==> config.mk <==
export PLATFORM = sky130hd
export DESIGN_NAME = dsky_serial_decoder
export DESIGN_NICKNAME = d
export VERILOG_FILES = /design/src/rtl/dsky_serial_decoder_pkg.sv /design/src/rtl/dsky_serial_decoder_frame_timeout_timer.sv /design/src/rtl/dsky_serial_decoder.sv
export SDC_FILE = /design/constraint.sdc
export NUM_CORES = 1
export LEC_CHECK = 0
export CAP_MARGIN = 10
export CORE_MARGIN = 1.5
export CORE_UTILIZATION = 50
export DETAILED_ROUTE_END_ITERATION = 10
export PLACE_DENSITY = 0.8
export SLEW_MARGIN = 0
export SYNTH_ARGS = -nofsm -noshare
export SYNTH_HDL_FRONTEND = slang
export SYNTH_SLANG_ARGS = --single-unit
==> constraint.sdc <==
create_clock -name clock -period 3 [get_ports clock]
set_input_delay 0.3 -clock clock [delete_from_list [all_inputs] [get_ports clock]]
set_output_delay 0.3 -clock clock [all_outputs]
set_load 0.05 [all_outputs]
==> images/met1.png <==
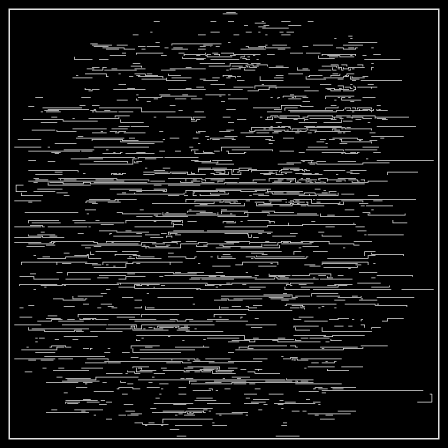
nets with wire on the layer	506
wire length on this layer	5,510 um
main direction	horizontal
vias after detailed routing: 3,777
Final Routed Wirelength: 12,600 um

==> images/met2.png <==
Scale bar: 20 um.
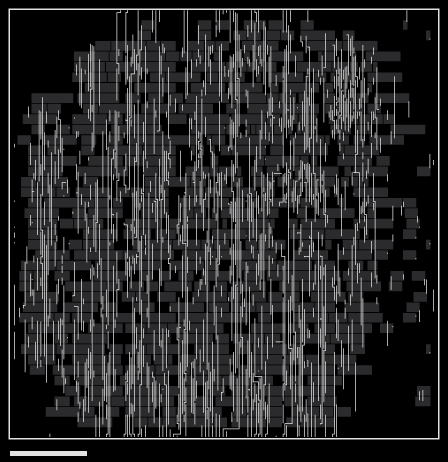
nets with wire on the layer	525
longest straight run	46.2 um
share of all routed wire	50%
routing usage on met2: 34.8%

==> images/met3.png <==
Scale bar: 20 um.
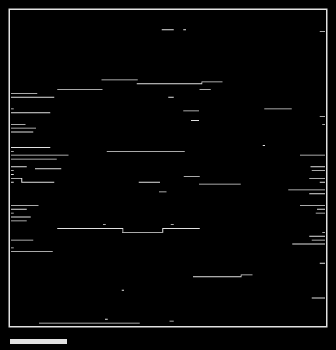
share of all routed wire	4.2%
longest straight run	35.2 um
met3 GRT Util: 6.80%

==> images/met4.png <==
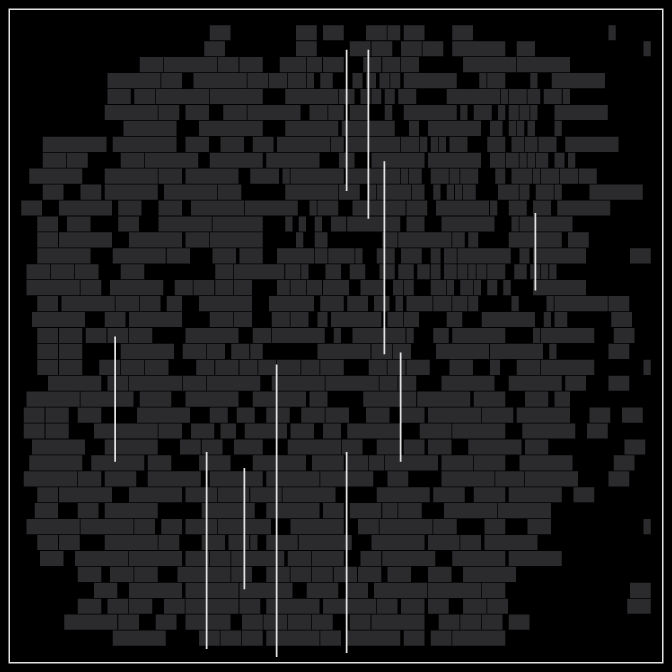
longest straight run	49.6 um
share of all routed wire	2.2%
main direction	vertical
nets with wire on the layer	6
wire length on this layer	275 um

==> qor.log <==
qor: pwr.switching_share 30.6%
qor: clock_network.tritoncts.num_buffers 17
qor: cells_and_area.nFillCells 823
qor: synth.synth.top_cells.by_area sky130_fd_sc_hd__dfrtp_1, sky130_fd_sc_hd__mux2_2, sky130_fd_sc_hd__mux2_4
qor: setup_path.cp.required 3300 ps
qor: floorplanning.count_of_pins_on_the_block_boundary 108
qor: timing.final.period_utilization 89.9%
qor: routing.avgRoutedWirePerCell 17.8 um
qor: cells_and_area.area.combinational 2420 um^2
qor: routing.highest_layer met4
qor: synth.synth.yosys.warnings 0
qor: global_routing.grt.busiest_layer met2
qor: timing.setup-violations-final 0
qor: place.dpl_worst_slack 188 ps
qor: synth.synth-edff-count 0
qor: floorplanning.chipArea 12,400 um^2
qor: outcome.outcome finished, final reports clean
qor: pwr.cellInternalPower 4.09 mW
qor: global_routing.grt_max_degree 82
qor: synth.synth-xor-area-share 6.87%
No activity file was given, so power comes from the tool's default toggle rates.
